### src/rtl/reset_sequencer.sv
// Reset sequencer: synchronises an async active-low reset, then releases NR_OUTPUTS resets in order.
// Optional software restart enabled by defining RESET_SEQ_SW_REQ_EN.
module reset_sequencer #(
  parameter int unsigned SYNC_STAGES    = 2,
  parameter int unsigned NR_OUTPUTS     = 4,
  parameter int unsigned STRETCH_CYCLES = 16,
  parameter int unsigned STEP_CYCLES    = 8
) (
  input  logic                  clk,
  input  logic                  reset_in_,
  input  logic                  sw_reset_req,
  output logic [NR_OUTPUTS-1:0] reset_out_,
  output logic                  reset_done
);

  localparam int unsigned MAX_CYC = (STRETCH_CYCLES > STEP_CYCLES) ? STRETCH_CYCLES : STEP_CYCLES;
  localparam int unsigned CNT_W   = $clog2(MAX_CYC + 1);

  typedef enum logic [1:0] {IN_RESET, STRETCH, RELEASE, DONE} state_e;

  state_e                  state_q;
  logic [CNT_W-1:0]        cnt_q;
  logic [NR_OUTPUTS-1:0]   out_q;
  logic                    done_q;
  logic [SYNC_STAGES-1:0]  sync_q;

  logic                    sync_rel;
  logic                    sw_req;
  logic [CNT_W-1:0]        cnt_inc;
  logic                    stretch_hit;
  logic                    step_hit;
  logic [NR_OUTPUTS-1:0]   out_rel;
  logic                    last_rel;

`ifdef RESET_SEQ_SW_REQ_EN
  assign sw_req = sw_reset_req;
`else
  logic unused_sw_req;
  assign unused_sw_req = sw_reset_req;
  assign sw_req        = 1'b0;
`endif

  // Release synchroniser; assertion is asynchronous, release ripples through the stages
  always_ff @(posedge clk or negedge reset_in_) begin
    if (!reset_in_) begin
      sync_q <= '0;
    end else begin
      sync_q <= {sync_q[SYNC_STAGES-2:0], 1'b1};
    end
  end

  assign sync_rel    = sync_q[SYNC_STAGES-1];
  assign cnt_inc     = cnt_q + CNT_W'(1);
  assign stretch_hit = (cnt_inc == CNT_W'(STRETCH_CYCLES));
  assign step_hit    = (cnt_inc == CNT_W'(STEP_CYCLES));
  assign out_rel     = (out_q << 1) | NR_OUTPUTS'(1);
  assign last_rel    = &out_rel;

  // Sequencing FSM; the edge that first sees sync_rel counts as the first stretch cycle
  always_ff @(posedge clk or negedge reset_in_) begin
    if (!reset_in_) begin
      state_q <= IN_RESET;
      cnt_q   <= '0;
      out_q   <= '0;
      done_q  <= 1'b0;
    end else if (sw_req && (state_q == RELEASE || state_q == DONE)) begin
      state_q <= STRETCH;
      cnt_q   <= '0;
      out_q   <= '0;
      done_q  <= 1'b0;
    end else begin
      case (state_q)
        IN_RESET, STRETCH: begin
          if (state_q == STRETCH || sync_rel) begin
            if (stretch_hit) begin
              cnt_q   <= '0;
              out_q   <= out_rel;
              done_q  <= last_rel;
              state_q <= last_rel ? DONE : RELEASE;
            end else begin
              cnt_q   <= cnt_inc;
              state_q <= STRETCH;
            end
          end
        end
        RELEASE: begin
          if (step_hit) begin
            cnt_q   <= '0;
            out_q   <= out_rel;
            done_q  <= last_rel;
            state_q <= last_rel ? DONE : RELEASE;
          end else begin
            cnt_q <= cnt_inc;
          end
        end
        DONE: begin
          cnt_q <= '0;
        end
        default: begin
          state_q <= IN_RESET;
          cnt_q   <= '0;
          out_q   <= '0;
          done_q  <= 1'b0;
        end
      endcase
    end
  end

  assign reset_out_ = out_q;
  assign reset_done = done_q;

endmodule
### config.mk
export PLATFORM = sky130hd
export DESIGN_NAME = reset_sequencer
export DESIGN_NICKNAME = d
export VERILOG_FILES = /design/src/rtl/reset_sequencer.sv
export SDC_FILE = /design/constraint.sdc
export NUM_CORES = 1
export LEC_CHECK = 0
export CORE_MARGIN = 10
export CORE_UTILIZATION = 30
export CTS_BUF_LIST = sky130_fd_sc_hd__clkbuf_8
export CTS_CLUSTER_DIAMETER = 200
export DETAILED_ROUTE_END_ITERATION = 16
export GPL_ROUTABILITY_DRIVEN = 0
export PLACE_DENSITY = 0.45
export SYNTH_ARGS = -nofsm -noshare
export SYNTH_HDL_FRONTEND = slang
export SYNTH_SLANG_ARGS = --single-unit
### constraint.sdc
create_clock -name clk -period 2.44 [get_ports clk]
set_input_delay 0.244 -clock clk [delete_from_list [all_inputs] [get_ports clk]]
set_output_delay 0.244 -clock clk [all_outputs]
set_load 0.005 [all_outputs]
Run 1, clock wires, drivers and flops:
(8 px per µm)
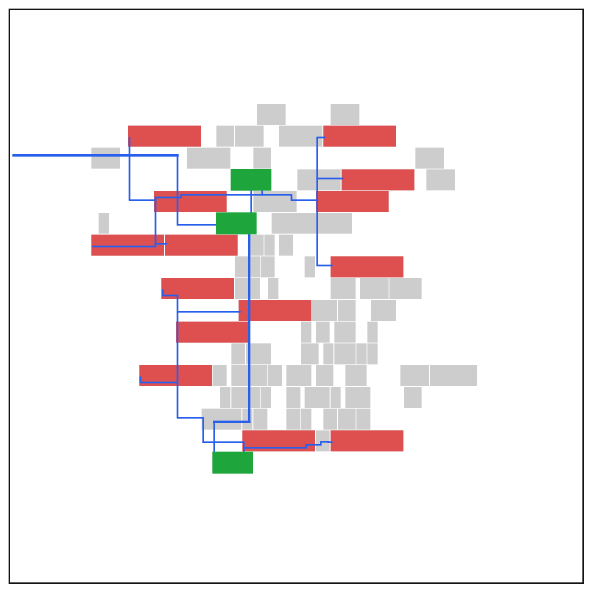
Key: flip-flops = red [count 14]; clock wires = blue [length 203 µm]; clock-net drivers = green [count 3]
There are 4 routed clock nets.

Run 1, floorplan with the power grid:
(6 px per µm) Pins as bars on the die edge.
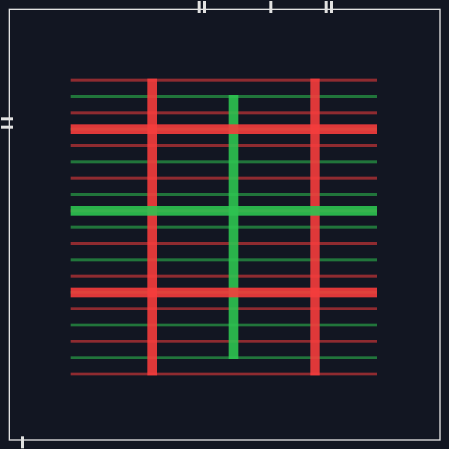
Key: VSS = red; VDD = green
19 met1 rails follow the rows. The core has 18 rows. 3 straps on met4. 3 straps on met5. 8 signal pins sit on the boundary.

Run 1, cell area per tile:
(4 px per µm) 7 x 7 tiles, from white (low) to dark blue (high), 0 to 100% covered.
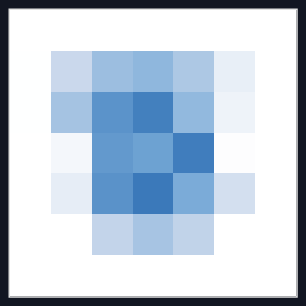
The densest ninth of the die: middle. 55% of the tiles are nearly empty. The emptiest ninth of the die: bottom left. The mean over all tiles is 17%.

==> impl_table.tex, run 1 <==
% Yosys + OpenROAD metrics
\begin{tabular}{lr}
\hline
Metric & Value \\
\hline
\multicolumn{2}{l}{\textbf{Global routing}} \\
Via count of the first global-routing pass & 572 \\
Global Route Usage Sum & 0.0652 \\
Maximum number of pins on one net before global-route repair & 15 \\
Remaining Overflow, GRT & 0 \\
Wire length of the first global-routing pass & 2700 µm \\
Number of antenna violations at the first check in global routing & 0 \\
\multicolumn{2}{l}{\textbf{Placement}} \\
Placement Cell Area & 868 µm² \\
Tally of buffers added on design ports & 6 \\
Post-DP HPWL & 1100 µm \\
\multicolumn{2}{l}{\textbf{Detailed routing}} \\
Vias per inst & 5.25 \\
Detailed-route via count & 593 \\
DR WL/cell & 13.5 µm \\
Remaining DRCs & 0 \\
1st-iter DRT viols & 24 \\
Uppermost routed layer & met4 \\
DRT met1 WL & 768 µm \\
Met2 routed WL & 684 µm \\
Routed Antenna Nets & 0 \\
Drt pass-1 iters & 4 \\
Routed length on met3 & 45 µm \\
Total length of routed wires & 1520 µm \\
\multicolumn{2}{l}{\textbf{Critical path}} \\
Kind of start point of the critical path & flip-flop \\
WP data arrival & 2070 ps \\
Max Fanout on Critical Path & 6 \\
Class of the most critical setup path & flip-flop to flip-flop \\
Data required time at the worst endpoint & 2570 ps \\
Largest stage delay on the critical path & 440 ps \\
Kind of capture point of the worst setup path & flip-flop \\
Worst path slowest cell & dfrtp\_1 \\
Critical path cell sequence & ha\_1 > and2\_1 > o21ai\_2 > o32ai\_4 > mux2\_4 \\
\multicolumn{2}{l}{\textbf{Floorplanning}} \\
Initial standard-cell utilization of the core & 0.319 \\
Total die size & 0.00512 mm² \\
Num ports & 8 \\
Die width & 71.5 µm \\
Total core area & 0.00250 mm² \\
Die Span Y & 71.5 µm \\
Floorplan row count & 18 \\
\multicolumn{2}{l}{\textbf{Final timing}} \\
Shortest clock period the worst path allows after layout & 1930 ps \\
Final Max Tran Viols & 0 \\
Total Negative Setup Slacks & 0 ps \\
Headroom to the max-slew limit & 0.576 \\
Worst-margin pin slew & 634 ps \\
Maximum frequency from static timing analysis & 0.518 GHz \\
Final cycle utilization of the critical path & 0.791 \\
Final Hold Fails & 0 \\
Setup violators final & 0 \\
Worst clock skew on the final layout & 3.27 ps \\
Unrepaired setup endpoints after global routing & no \\
\multicolumn{2}{l}{\textbf{Synthesis}} \\
Post-Synth Simple-Gate Area & 0.173 \\
Fraction of synthesized cell area in xor and xnor cells & 0 \\
Synthesized area & 797 µm² \\
Area fraction of the dominant cell type after synthesis & 0.440 \\
Synthesized chip area reported by yosys & 797 µm² \\
Fa+ha+maj area frac & 0.0157 \\
Post-synthesis area per instance & 10.4 µm² \\
Post-synthesis async set-or-reset flop share & 1.00 \\
Dominant flop cell & dfrtp\_1 \\
Number of synthesized flops with an enable pin & 0 \\
Gate count of the mapped netlist & 77 \\
Multiplexer share of the synthesized area & 0.0754 \\
Dominant cell type by area after synthesis & dfrtp\_1 \\
Net count entering floorplan & 81 \\
Share of synthesized cell area in and-or and or-and compound cells & 0.240 \\
Post-synth seq share & 0.440 \\
Top logic family & AND-OR/OR-AND gates \\
Number of flip-flops and latches in the synthesized netlist & 14 \\
Ranking of synthesized cells by area & dfrtp\_1 44\%, mux2\_4 7.5\%, nand2\_1 3.8\%, o32ai\_4 3.5\%, a21oi\_1 3.1\% \\
Yosys Warn Count & 0 \\
Cell count listed in synth\_stat.txt & 77 \\
Number of distinct standard cells referenced by the synthesized netlist & 35 \\
\multicolumn{2}{l}{\textbf{Clocking}} \\
Clock tree root driver cell & clkbuf\_8 \\
Hold-fix buffers at CTS & 0 \\
CTS Buffer Depth & 2 \\
Number of instances resized during post-cts repair & 0 \\
Number of buffers inserted to repair setup after CTS & 0 \\
Num CTS Buffers & 3 \\
Clock slew at reported path FFs & 60 ps \\
Count of H-tree levels built during CTS & 1 \\
Clock sink total & 14 \\
Latency at later pin & 250 ps \\
TritonCTS clock tree & done \\
\multicolumn{2}{l}{\textbf{Final layout}} \\
ANT cells & 0 \\
Fill cell instance count of the final layout & 253 \\
Layout overhead on the synthesized area & 15.9\% \\
Number of nets in the final layout & 88 \\
Top Layout Cells & 14 x dfrtp\_1, 8 x nand2\_1, 6 x clkdlybuf4s50\_1, 5 x nor2\_1, 5 x a21oi\_1 \\
Fraction of final layout cells with drive strength greater than 1 & 0.217 \\
Final Instance Area & 923 µm² \\
Most common cell after layout, fill and taps aside & dfrtp\_1 \\
\multicolumn{2}{l}{\textbf{Pwr}} \\
Static leakage & 0.370 nW \\
Sum of internal, switching and leakage power & 908 µW \\
Power density normalized to cell area & 983 mW/mm² \\
Peak supply drop & 0.392 mV \\
\multicolumn{2}{l}{\textbf{Run}} \\
Number of logged tool warnings & 27 \\
Max-cap violations & 0 \\
\multicolumn{2}{l}{\textbf{Status}} \\
Result of the run & completed \\
\multicolumn{2}{l}{\textbf{Worst hold path}} \\
HP Class & flip-flop to flip-flop \\
\hline
\end{tabular}
run 1: worst paths after layout:
| kind | start | to | slack, ps | cells past startpoint |
|---|---|---|---|---|
| worst max-delay path | cnt_q[0] | reset_out_[1] | 510 | 5 |
| max in group asynchronous | reset_in_ | cnt_q[3] | 1640 | 1 |
| worst min-delay path | sync_q[0] | sync_q[1] | 350 | 0 |
| worst min register to register | sync_q[0] | sync_q[1] | 350 | 0 |
| min in group asynchronous | reset_in_ | reset_out_[0] | 390 | 1 |
| worst max register to register | cnt_q[0] | reset_out_[1] | 510 | 5 |
run 1: metal layers:
layer,track usage,vias up
li1,-,297
met1,0.0844,284
met2,0.0941,10
met3,0.0165,2
met4,0.0387,0
met5,0,-
run 1: layout make-up:
class	instances	area [µm²]	share of cell area
multi-input cells	56	405	0.439
flip-flops and latches	14	350	0.379
repair buffers	7	67.6	0.0732
clock buffers	4	55.1	0.0596
well taps	30	37.5	0.0407
inverters	2	7.51	0.00813
run 1: through the flow:
| stage | std cells | hold slack [ps] | utilization | worst slack [ps] |
|---|---|---|---|---|
| floorplan | 77 | -51.6 | - | 702 |
| global placement | 109 | 337 | 0.347 | 512 |
| detailed placement | 109 | 335 | 0.347 | 533 |
| CTS | 113 | 349 | 0.369 | 506 |
| global route | 113 | 385 | 0.369 | 366 |
| finish | 113 | 347 | 0.369 | 509 |
run 1: critical path, delay by kind of cell, from the launching register on:
kind | cells | cell delay [ps]
and+or+nand+nor | 1 | 260
DFF | 1 | 440
AOI/OAI and AO/OA | 2 | 500
adders and majority gates | 1 | 280
muxes | 1 | 340
run 1: synthesized netlist by cell type (2+ instances only):
library cell	count
a32oi_1	2
a21oi_1	5
nand2_1	8
o22ai_1	2
o21ai_0	4
mux2_4	4
nor3_2	2
dfrtp_1	14
buf_2	3
and3_1	2
nor2_1	5
o21ai_1	3
run 1: sequential cells by signal, summed over array words and instances (netlist names):
signal / flops
reset_out_: 4
sync_q: 2
cnt_q: 5
state_q: 2
reset_done: 1
run 1: where the power goes:
part	internal [mW]	switching [mW]
sequential	0.289	0.100
combinational	0.139	0.153
clock	0.143	0.0834
total	0.571	0.337
run 1: cells by family after synthesis:
kind of cell,count (synthesis)
muxes,4
and+or+nand+nor,25
DFF,14
other,1
buffers and inverters,7
AOI/OAI and AO/OA,25
adders and majority gates,1
Run 1, metal layers overlaid:
(8 px per µm) Only two layers are drawn.
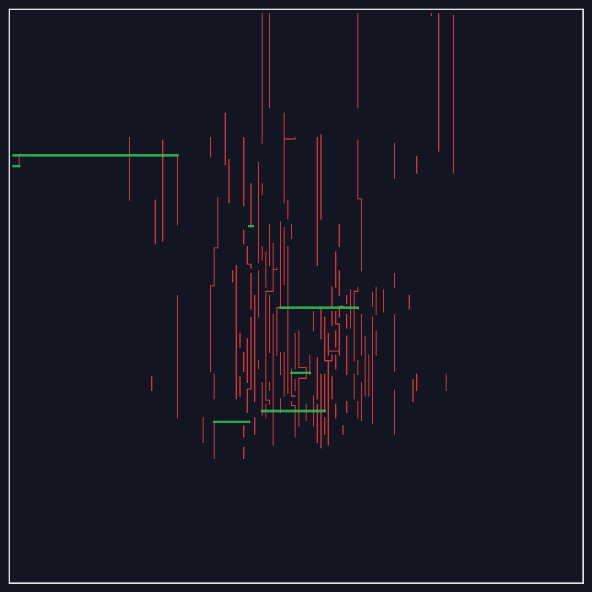

## Run 2: what changed since run 1
clock period = 2 ns   (was 2.44 ns; I/O delays follow)
Run 2, metal layers overlaid:
(8 px per µm) Only two layers are drawn.
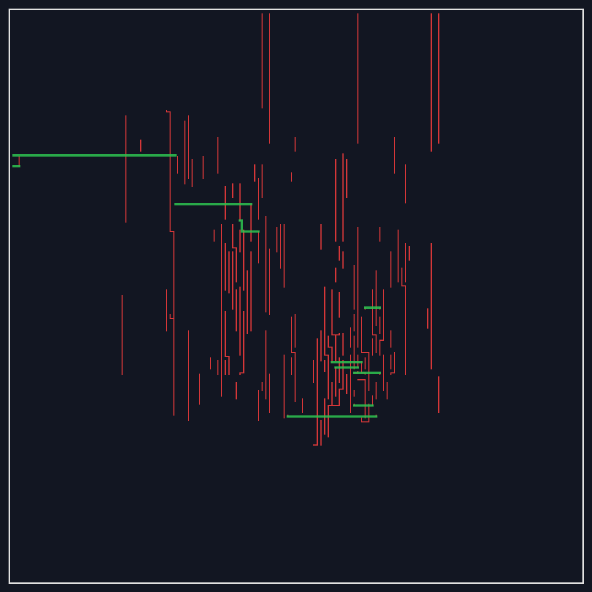
Key: M2 = red [wire length 710 µm]; M3 = green [wire length 58.9 µm]

Run 2, cell area per tile:
(4 px per µm) 7 x 7 tiles, from white (low) to dark blue (high), 0 to 100% covered.
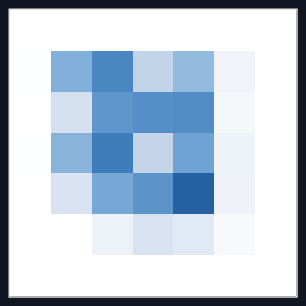
The densest ninth of the die: middle. The fullest tile reaches 81%. 51% of the tiles are nearly empty.

Run 2, floorplan with the power grid:
(6 px per µm) Pins as bars on the die edge.
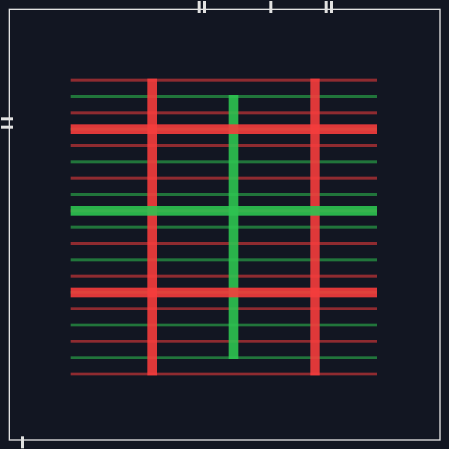
Key: VDD = green; VSS = red
19 met1 rails follow the rows. 8 signal pins sit on the boundary. 3 straps on met4.

==> impl_table.tex, run 2 <==
% Yosys + OpenROAD metrics
\begin{tabular}{lr}
\hline
Metric & Value \\
\hline
\multicolumn{2}{l}{\textbf{Critical path}} \\
Data required time at the worst endpoint & 2120 ps \\
Kind of capture point of the worst setup path & flip-flop \\
Class of the most critical setup path & flip-flop to flip-flop \\
Kind of start point of the critical path & flip-flop \\
Max Fanout on Critical Path & 6 \\
WP data arrival & 1950 ps \\
\multicolumn{2}{l}{\textbf{Synthesis}} \\
Ranking of synthesized cells by area & dfrtp\_1 44\%, mux2\_4 7.5\%, nand2\_1 3.8\%, o32ai\_4 3.5\%, a21oi\_1 3.1\% \\
Synthesized chip area reported by yosys & 797 µm² \\
Post-synthesis async set-or-reset flop share & 1.00 \\
Area fraction of the dominant cell type after synthesis & 0.440 \\
Synthesized area & 797 µm² \\
Dominant flop cell & dfrtp\_1 \\
Post-synth seq share & 0.440 \\
Dominant cell type by area after synthesis & dfrtp\_1 \\
Leading post-synthesis cells by instance count & 14 x dfrtp\_1, 8 x nand2\_1, 5 x a21oi\_1, 5 x nor2\_1 \\
Yosys Warn Count & 0 \\
Number of synthesized flops with an enable pin & 0 \\
Number of distinct standard cells referenced by the synthesized netlist & 35 \\
Gate count of the mapped netlist & 77 \\
Cell count listed in synth\_stat.txt & 77 \\
Number of flip-flops and latches in the synthesized netlist & 14 \\
Post-synthesis area per instance & 10.4 µm² \\
Net count entering floorplan & 81 \\
Yosys top cell by instances & dfrtp\_1 \\
\multicolumn{2}{l}{\textbf{Clocking}} \\
Number of instances resized during post-cts repair & 0 \\
Clock sink total & 14 \\
Count of H-tree levels built during CTS & 1 \\
Clock tree root driver cell & clkbuf\_8 \\
CTS Buffer Depth & 2 \\
Hold-fix buffers at CTS & 0 \\
Num CTS Buffers & 3 \\
Latency at later pin & 240 ps \\
TritonCTS clock tree & done \\
Number of buffers inserted to repair setup after CTS & 0 \\
Clock slew at reported path FFs & 60 ps \\
\multicolumn{2}{l}{\textbf{Final timing}} \\
Headroom to the max-slew limit & 0.556 \\
Setup violators final & 0 \\
Shortest clock period the worst path allows after layout & 1830 ps \\
Worst-margin pin slew & 664 ps \\
Setup ws final & 174 ps \\
Final cycle utilization of the critical path & 0.913 \\
Worst clock skew on the final layout & 4.89 ps \\
Total Negative Setup Slacks & 0 ps \\
Final Hold Fails & 0 \\
Unrepaired setup endpoints after global routing & no \\
Final Max Tran Viols & 0 \\
Maximum frequency from static timing analysis & 0.548 GHz \\
\multicolumn{2}{l}{\textbf{Detailed routing}} \\
Total length of routed wires & 1580 µm \\
Remaining DRCs & 0 \\
Routed Antenna Nets & 0 \\
Drt pass-1 iters & 4 \\
1st-iter DRT viols & 27 \\
Detailed-route via count & 612 \\
Vias per inst & 5.37 \\
DR WL/cell & 13.9 µm \\
\multicolumn{2}{l}{\textbf{Worst hold path}} \\
HP Class & flip-flop to flip-flop \\
\multicolumn{2}{l}{\textbf{Final layout}} \\
Number of flip-flops under the largest register name & 5 \\
Fraction of final layout cells with drive strength greater than 1 & 0.226 \\
Final Instance Area & 931 µm² \\
Number of nets in the final layout & 89 \\
Top Layout Cells & 14 x dfrtp\_1, 8 x nand2\_1, 6 x clkdlybuf4s50\_1, 5 x nor2\_1, 5 x a21oi\_1 \\
Layout overhead on the synthesized area & 16.8\% \\
Most common cell after layout, fill and taps aside & dfrtp\_1 \\
ANT cells & 0 \\
Register with the highest flop count & cnt\_q \\
\multicolumn{2}{l}{\textbf{Floorplanning}} \\
Total die size & 0.00512 mm² \\
Total core area & 0.00250 mm² \\
Floorplan row count & 18 \\
Num ports & 8 \\
Initial standard-cell utilization of the core & 0.319 \\
Die Span Y & 71.5 µm \\
Die width & 71.5 µm \\
\multicolumn{2}{l}{\textbf{Pwr}} \\
Net switching power & 411 µW \\
Net Sw Frac & 0.368 \\
Power Internal & 707 µW \\
Sum of internal, switching and leakage power & 1.12 mW \\
Reg power frac & 0.406 \\
Clock power share & 0.245 \\
Peak supply drop & 0.463 mV \\
Combinational share of power & 0.349 \\
Power density normalized to cell area & 1200 mW/mm² \\
Static leakage & 0.375 nW \\
\multicolumn{2}{l}{\textbf{Global routing}} \\
Maximum number of pins on one net before global-route repair & 15 \\
Via count of the first global-routing pass & 601 \\
Global Route Usage Sum & 0.0655 \\
Number of antenna violations at the first check in global routing & 0 \\
Remaining Overflow, GRT & 0 \\
Wire length of the first global-routing pass & 2810 µm \\
\multicolumn{2}{l}{\textbf{Status}} \\
Result of the run & completed \\
\multicolumn{2}{l}{\textbf{Placement}} \\
Tally of buffers added on design ports & 6 \\
Post-DP HPWL & 1150 µm \\
Placement Cell Area & 876 µm² \\
Pre-CTS worst setup slack & 199 ps \\
\multicolumn{2}{l}{\textbf{Run}} \\
Max-cap violations & 0 \\
Number of logged tool warnings & 27 \\
\hline
\end{tabular}
[run 2: worst max-delay path: stages (launching register included)]
cell     delay [ps]
dfrtp_1         430
ha_1            270
and2_1          190
o21ai_2         110
o32ai_4         370
mux2_4          340
[run 2: metal layers]
layer | up-vias | GRT usage | part of all wire | wire (µm)
li1 | 301 | - | - | -
met4 | 0 | 0.0194 | 0.0038 | 6
met2 | 16 | 0.0980 | 0.45 | 710
met1 | 293 | 0.0870 | 0.51 | 807
met5 | - | 0 | 0 | 0
met3 | 2 | 0.0207 | 0.037 | 58
[run 2: logic make-up after synthesis]
logic type                 share of synthesized area
buffers and inverters                         0.0518
other                                        0.00471
AOI/OAI and AO/OA                              0.240
DFF                                            0.440
muxes                                         0.0754
adders and majority gates                     0.0157
and+or+nand+nor                                0.173
[run 2: path summary, 6_finish.rpt]
kind | startpoint | end | slack, ps | depth (start not counted)
setup / recovery | cnt_q[0] | reset_out_[3] | 170 | 5
hold / removal | sync_q[0] | sync_q[1] | 350 | 0
setup reg to reg | cnt_q[0] | reset_out_[3] | 170 | 5
hold reg to reg | sync_q[0] | sync_q[1] | 350 | 0
max in group asynchronous | reset_in_ | cnt_q[3] | 1210 | 1
min in group asynchronous | reset_in_ | sync_q[0] | 360 | 1
[run 2: metrics by stage]
| stage | hold slack (ps) | utilization | instances |
|---|---|---|---|
| 2_1_floorplan | -95.6 | - | 77 |
| 3_3_place_gp | 338 | 0.350 | 110 |
| 3_5_place_dp | 335 | 0.350 | 110 |
| 4_1_cts | 349 | 0.372 | 114 |
| 5_1_grt | 370 | 0.372 | 114 |
| 6_report | 348 | 0.372 | 114 |
[run 2: cell type report]
class | count | area, µm²
tap | 30 | 37.5
timing repair buffer | 8 | 75.1
inverter | 2 | 7.51
multi-input combinational | 56 | 405
clock buffer | 4 | 55.1
fill | 248 | 1570
sequential | 14 | 350
[run 2: power by group through the flow]
stage / combinational [mW] / clock (mW) / sequential, mW
after global placement: 0.393 / 0 / 0.456
after CTS: 0.393 / 0.278 / 0.452
after detailed placement: 0.391 / 0 / 0.456
final: 0.391 / 0.273 / 0.454
after global routing: 0.446 / 0.294 / 0.471
after floorplan: 0.335 / 0 / 0.412
No activity file was given, so power comes from the tool's default toggle rates.
